`config.mk`:
```
export PLATFORM = sky130hd
export DESIGN_NAME = sync_fifo_flags
export DESIGN_NICKNAME = d
export VERILOG_FILES = /design/src/rtl/sync_fifo_pkg.sv /design/src/rtl/fifo_flag_gen.sv /design/src/rtl/sync_fifo_flags.sv
export SDC_FILE = /design/constraint.sdc
export NUM_CORES = 1
export LEC_CHECK = 0
export CORE_MARGIN = 2
export CORE_UTILIZATION = 35
export DETAILED_ROUTE_END_ITERATION = 10
export PLACE_DENSITY_LB_ADDON = 0.15
export SETUP_SLACK_MARGIN = 0.3
export SYNTH_ARGS = -nofsm -noshare
export SYNTH_HDL_FRONTEND = slang
export SYNTH_SLANG_ARGS = --single-unit
```
`constraint.sdc`:
```
create_clock -name CLK -period 2.9 [get_ports CLK]
set_input_delay 0.29 -clock CLK [delete_from_list [all_inputs] [get_ports CLK]]
set_output_delay 0.29 -clock CLK [all_outputs]
set_load 0.01 [all_outputs]
```
`src/rtl/sync_fifo_pkg.sv`:
```
// Shared helpers for the single-clock FIFO family: width helper, wrapping pointer increment, defaults.
package sync_fifo_pkg;

    localparam int DEFAULT_FIFO_WIDTH = 8;
    localparam int DEFAULT_FIFO_DEPTH = 8;

    // Occupancy ranges 0..depth inclusive, so it needs one more code than a pointer.
    function automatic int level_width(input int depth);
        return $clog2(depth + 1);
    endfunction

    // Explicit wrap so depths that are not a power of two still cycle 0..depth-1.
    function automatic int unsigned ptr_inc(input int unsigned ptr, input int unsigned depth);
        return (ptr == depth - 1) ? 0 : ptr + 1;
    endfunction

endpackage

```
`src/rtl/fifo_flag_gen.sv`:
```
// Combinational status flags derived from a FIFO occupancy count and programmable thresholds.
module fifo_flag_gen #(
    parameter int FIFO_DEPTH  = 8,
    parameter int LEVEL_WIDTH = 4
) (
    input  logic [LEVEL_WIDTH-1:0] level,
    input  logic [LEVEL_WIDTH-1:0] af_thresh,
    input  logic [LEVEL_WIDTH-1:0] ae_thresh,
    output logic                   full,
    output logic                   empty,
    output logic                   almost_full,
    output logic                   almost_empty
);

    assign full         = (level == LEVEL_WIDTH'(FIFO_DEPTH));
    assign empty        = (level == '0);
    assign almost_full  = (level >= af_thresh);
    assign almost_empty = (level <= ae_thresh);

endmodule

```
`src/rtl/sync_fifo_flags.sv`:
```
// Single-clock FIFO with occupancy count, programmable almost flags and sticky overflow/underflow.
// Define SYNC_FIFO_FWFT_EN for first-word-fall-through reads; default is a registered 1-cycle read.
module sync_fifo_flags
    import sync_fifo_pkg::*;
#(
    parameter int FIFO_WIDTH    = DEFAULT_FIFO_WIDTH,
    parameter int FIFO_DEPTH    = DEFAULT_FIFO_DEPTH,
    parameter int POINTER_WIDTH = $clog2(FIFO_DEPTH),
    parameter int LEVEL_WIDTH   = level_width(FIFO_DEPTH)
) (
    input  logic                   CLK,
    input  logic                   rst_n,
    input  logic [FIFO_WIDTH-1:0]  D_IN,
    input  logic                   Wr_Req,
    input  logic                   Rd_Req,
    input  logic [LEVEL_WIDTH-1:0] AF_Thresh,
    input  logic [LEVEL_WIDTH-1:0] AE_Thresh,
    input  logic                   Clr_Err,
    output logic [FIFO_WIDTH-1:0]  D_OUT,
    output logic                   TX_D_Valid,
    output logic                   Full,
    output logic                   Empty,
    output logic                   Almost_Full,
    output logic                   Almost_Empty,
    output logic [LEVEL_WIDTH-1:0] Level,
    output logic                   Overflow,
    output logic                   Underflow
);

    logic [FIFO_WIDTH-1:0]    mem [FIFO_DEPTH];
    logic [POINTER_WIDTH-1:0] wr_ptr_reg, wr_ptr_next;
    logic [POINTER_WIDTH-1:0] rd_ptr_reg, rd_ptr_next;
    logic [LEVEL_WIDTH-1:0]   level_reg, level_next;
    logic                     overflow_reg, overflow_next;
    logic                     underflow_reg, underflow_next;
    logic                     wr_ok, rd_ok;

    fifo_flag_gen #(
        .FIFO_DEPTH  (FIFO_DEPTH),
        .LEVEL_WIDTH (LEVEL_WIDTH)
    ) u_flag_gen (
        .level        (level_reg),
        .af_thresh    (AF_Thresh),
        .ae_thresh    (AE_Thresh),
        .full         (Full),
        .empty        (Empty),
        .almost_full  (Almost_Full),
        .almost_empty (Almost_Empty)
    );

    assign wr_ok = Wr_Req && !Full;
    assign rd_ok = Rd_Req && !Empty;

    always_comb begin
        wr_ptr_next = wr_ptr_reg;
        rd_ptr_next = rd_ptr_reg;
        level_next  = level_reg;
        if (wr_ok)
            wr_ptr_next = POINTER_WIDTH'(ptr_inc(32'(wr_ptr_reg), FIFO_DEPTH));
        if (rd_ok)
            rd_ptr_next = POINTER_WIDTH'(ptr_inc(32'(rd_ptr_reg), FIFO_DEPTH));
        if (wr_ok && !rd_ok)
            level_next = level_reg + LEVEL_WIDTH'(1);
        else if (!wr_ok && rd_ok)
            level_next = level_reg - LEVEL_WIDTH'(1);
        // A rejection in the same cycle as Clr_Err keeps the flag set.
        overflow_next  = (overflow_reg && !Clr_Err) || (Wr_Req && Full);
        underflow_next = (underflow_reg && !Clr_Err) || (Rd_Req && Empty);
    end

    always_ff @(posedge CLK or negedge rst_n) begin
        if (!rst_n) begin
            wr_ptr_reg    <= '0;
            rd_ptr_reg    <= '0;
            level_reg     <= '0;
            overflow_reg  <= 1'b0;
            underflow_reg <= 1'b0;
        end else begin
            wr_ptr_reg    <= wr_ptr_next;
            rd_ptr_reg    <= rd_ptr_next;
            level_reg     <= level_next;
            overflow_reg  <= overflow_next;
            underflow_reg <= underflow_next;
        end
    end

    always_ff @(posedge CLK) begin
        if (wr_ok)
            mem[wr_ptr_reg] <= D_IN;
    end

`ifdef SYNC_FIFO_FWFT_EN
    assign D_OUT      = mem[rd_ptr_reg];
    assign TX_D_Valid = !Empty;
`else
    logic [FIFO_WIDTH-1:0] dout_reg;
    logic                  valid_reg;

    always_ff @(posedge CLK or negedge rst_n) begin
        if (!rst_n) begin
            dout_reg  <= '0;
            valid_reg <= 1'b0;
        end else begin
            valid_reg <= rd_ok;
            if (rd_ok)
                dout_reg <= mem[rd_ptr_reg];
        end
    end

    assign D_OUT      = dout_reg;
    assign TX_D_Valid = valid_reg;
`endif

    assign Level     = level_reg;
    assign Overflow  = overflow_reg;
    assign Underflow = underflow_reg;

endmodule

```
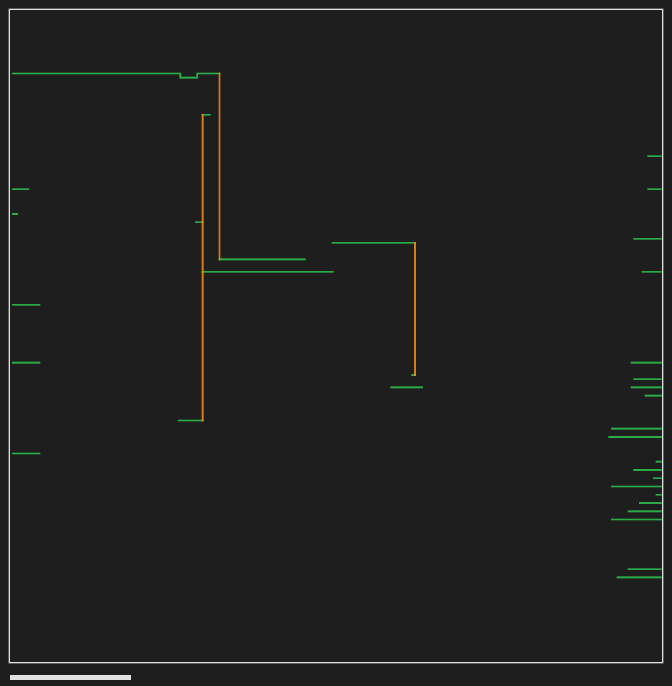
Figure 1: run 1, routed metal, one colour a layer.
Scale bar: 20 microns. Only two layers are drawn.
Key: green = metal 3 [wire length 201 microns]; orange = metal 4 [wire length 103 microns]
DR vias: 2105
global-route usage over all layers: 13.0%

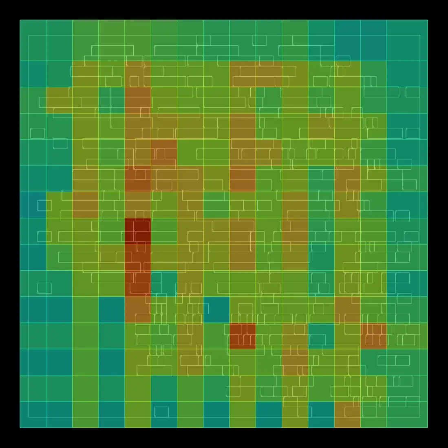
Figure 2: run 1, routing congestion map.
met1 Usage GRT: 19.2%
final core utilization: 43.7%

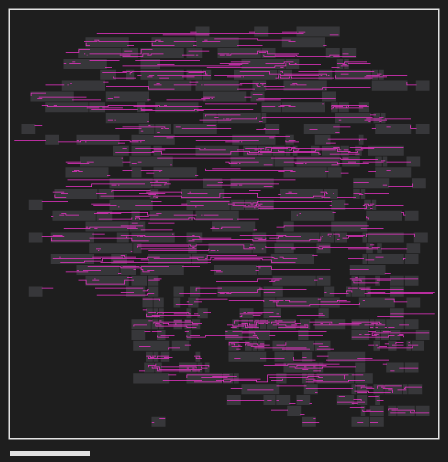
Figure 3: run 1, met1 routing.
Scale bar: 20 microns. Cells faint in the background.
The longest straight run is 57.0 microns. The layer holds 52% of the routed length. 307 nets have wire on it.
final WL: 6.97 mm

==> qor.yml, run 1 <==
yosys:
  yosysTopAreaCell: "edfxtp_1"
  avgSynthCellArea_sq_um: 15.0
  top_cell: "edfxtp_1"
  yosysCellCount: 250
  ys_area_sq_um: 3740
  ys_sh_simple_pct: 6.93
  yosys_most_used_dff: "edfxtp_1"
detailed_routing:
  wl_met1_mm: 3.65
  wire_per_inst_microns: 15.6
run_status:
  outcome: "completed"
cells_and_area:
  comb_area_sq_um: 1170
  mostFrequentLayoutCell: "edfxtp_1"
  comb_cells: 143
  final_cells: 448
  largest-register: "mem"
  fillers: 952
  fin_area_sq_um: 4540
setup_path:
  startpoint: "Level[1]"
global_route:
  grtUsageMet2_pct: 18.8
power:
  power_frac_clock_pct: 18.2
  top_power_group: "sequential cells"
  p_total_mw: 4.25
  p_comb_mw: 1.71
final_timing:
  fmax_mhz: 407
placement:
  placed_cell_area_sq_um: 4290
job:
  warnings: 27
clock_network:
  cts_max_level: 3
  cts_setup_buffers: 4
Figure 4. Routed metal per tile (run 1).
The die is cut into 21 by 21 equal tiles; white is low, dark blue is high, scaled to the fullest tile. Values are wire area over tile area, all layers added.
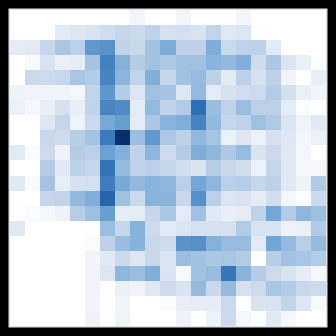

==> run 1 -> run 2 <==
- clock period: 2.9 -> 2.1 ns (I/O delays scaled with it)
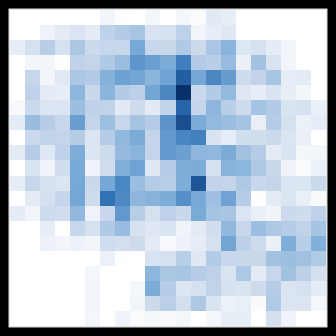
Figure 5: run 2, routed metal per tile.
The die is cut into 21 by 21 equal tiles; white is low, dark blue is high, scaled to the fullest tile. Values are wire area over tile area, all layers added.
The densest ninth of the die: middle. The mean over all tiles is 0.11. 19% of the tiles are nearly empty. The emptiest ninth of the die: bottom left. The fullest tile reaches 0.48. 8.2% of the tiles are over half the peak.
DR vias: 2279
per-cell routed wire length: 16.6 microns

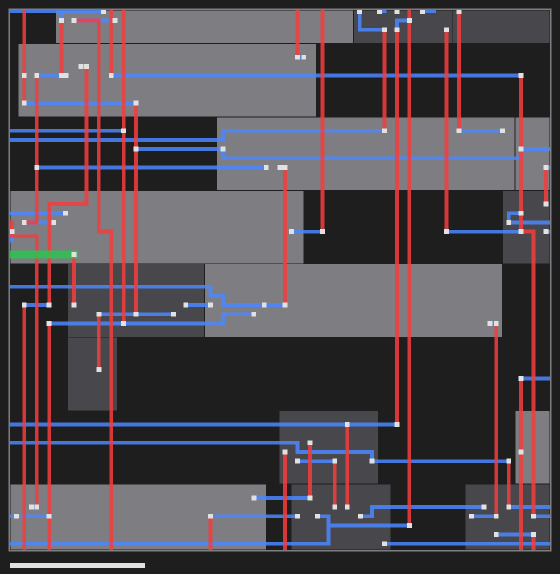
Figure 6: run 2, layout detail.
Scale bar: 5 microns. Window x 71 to 91, y 71 to 91 microns. Cells in grey, sequential cells in the stronger grey; small squares are vias.
Key: red = metal 2; blue = metal 1; green = metal 3
Netlist names of flops here include `mem` (5). 11 logic cells have their middle in the window. Sequential cells in the window: 5. Most frequent: edfxtp_1 (5), mux2i_1 (2).

==> run 2 against run 1 <==
The flow now finishes with violations (negative setup slack); worst hold slack got worse by 0.26 ns; area after synthesis unchanged; clock-buffer cell count increased by 1; cell area increased by 8.7%; sequential power increased by 38%; wire length increased by 12%; core utilization increased by 3.8 points; non-clock buffer count increased by 21.
==> qor.yml, run 2 <==
power:
  p_total_mw: 6.64  # was 4.25 mW
  p_clk_mw: 1.25  # was 0.773 mW
  top_power_group: "combinational logic"  # was sequential cells
  p_comb_mw: 2.95  # was 1.71 mW
  power_frac_clock_pct: 18.9  # was 18.2%
  pwr_density_cell_nw_per_um2: 1350  # was 937 nW/um^2
final_timing:
  fmax_mhz: 447  # was 407 MHz
  setup_violations: 3  # was 0
  final.setup.worst_slack_ns: -0.136  # was 0.442 ns
  worstMarginPinSlew_ns: 0.464  # was 0.961 ns
setup_path:
  crit_path_end_kind: "register"  # unchanged
  crit_top_cell: "ha_4"
  path_depth: 11  # was 9
  critPathLaunchType: "register"  # unchanged
placement:
  placed_cell_area_sq_um: 4570  # was 4290 sq um
cells_and_area:
  fillers: 965  # was 952
  mostFrequentLayoutCell: "edfxtp_1"  # unchanged
  sh_comb_area_pct: 26.7  # was 25.8%
  final_cells: 469  # was 448
  largest-register: "mem"  # unchanged
  fin_area_sq_um: 4930  # was 4540 sq um
  comb_cells: 143  # unchanged
  seq_share_pct: 49.7  # was 54.1%
  postLayoutCoreUtil_pct: 47.5  # was 43.7%
  comb_area_sq_um: 1320  # was 1170 sq um
  largest_reg_flops: 64  # unchanged
global_route:
  grt_max_degree: 36  # unchanged
  grtUsageMet2_pct: 22.4  # was 18.8%
  grt-ovfl-total: 0  # unchanged
  grt_pass1_vias: 2283  # was 2107
job:
  warnings: 29  # was 27
run_status:
  violations: "negative setup slack"
  outcome: "complete, but fails checks"  # was completed
clock_network:
  cts_max_level: 3  # unchanged
  cts_sinks: 85  # unchanged
floorplanning:
  die_area_sq_um: 11500  # unchanged
  fp_util_pct: 36.1  # unchanged
yosys:
  ys_sh_simple_pct: 6.93  # unchanged
  yosysTopAreaCell: "edfxtp_1"  # unchanged
  yosysCellCount: 250  # unchanged
  avgSynthCellArea_sq_um: 15.0  # unchanged
  yosys_most_used_dff: "edfxtp_1"  # unchanged
  ys_area_sq_um: 3740  # unchanged
detailed_routing:
  wl_met1_mm: 3.76  # was 3.65 mm
  top_layer_used: "met4"  # unchanged
min_path:
  worstHoldPathType: "primary input to asynchronous set/reset pin"  # unchanged
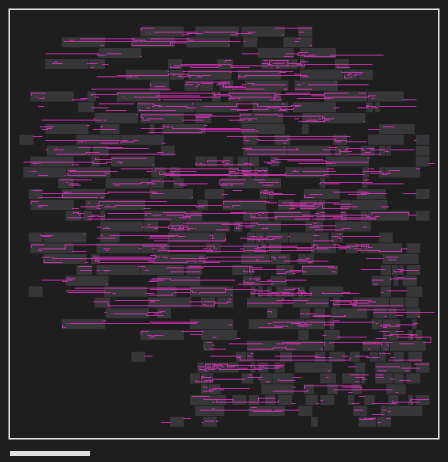
Figure 7: run 2, met1 routing.
Scale bar: 20 microns. Cells faint in the background.
The layer carries 3760 microns of wire. The longest straight run is 40.0 microns.
final WL: 7.79 mm
met1 Usage GRT: 19.7%

Power figures rest on the tool's default switching activity, not on a simulated workload.
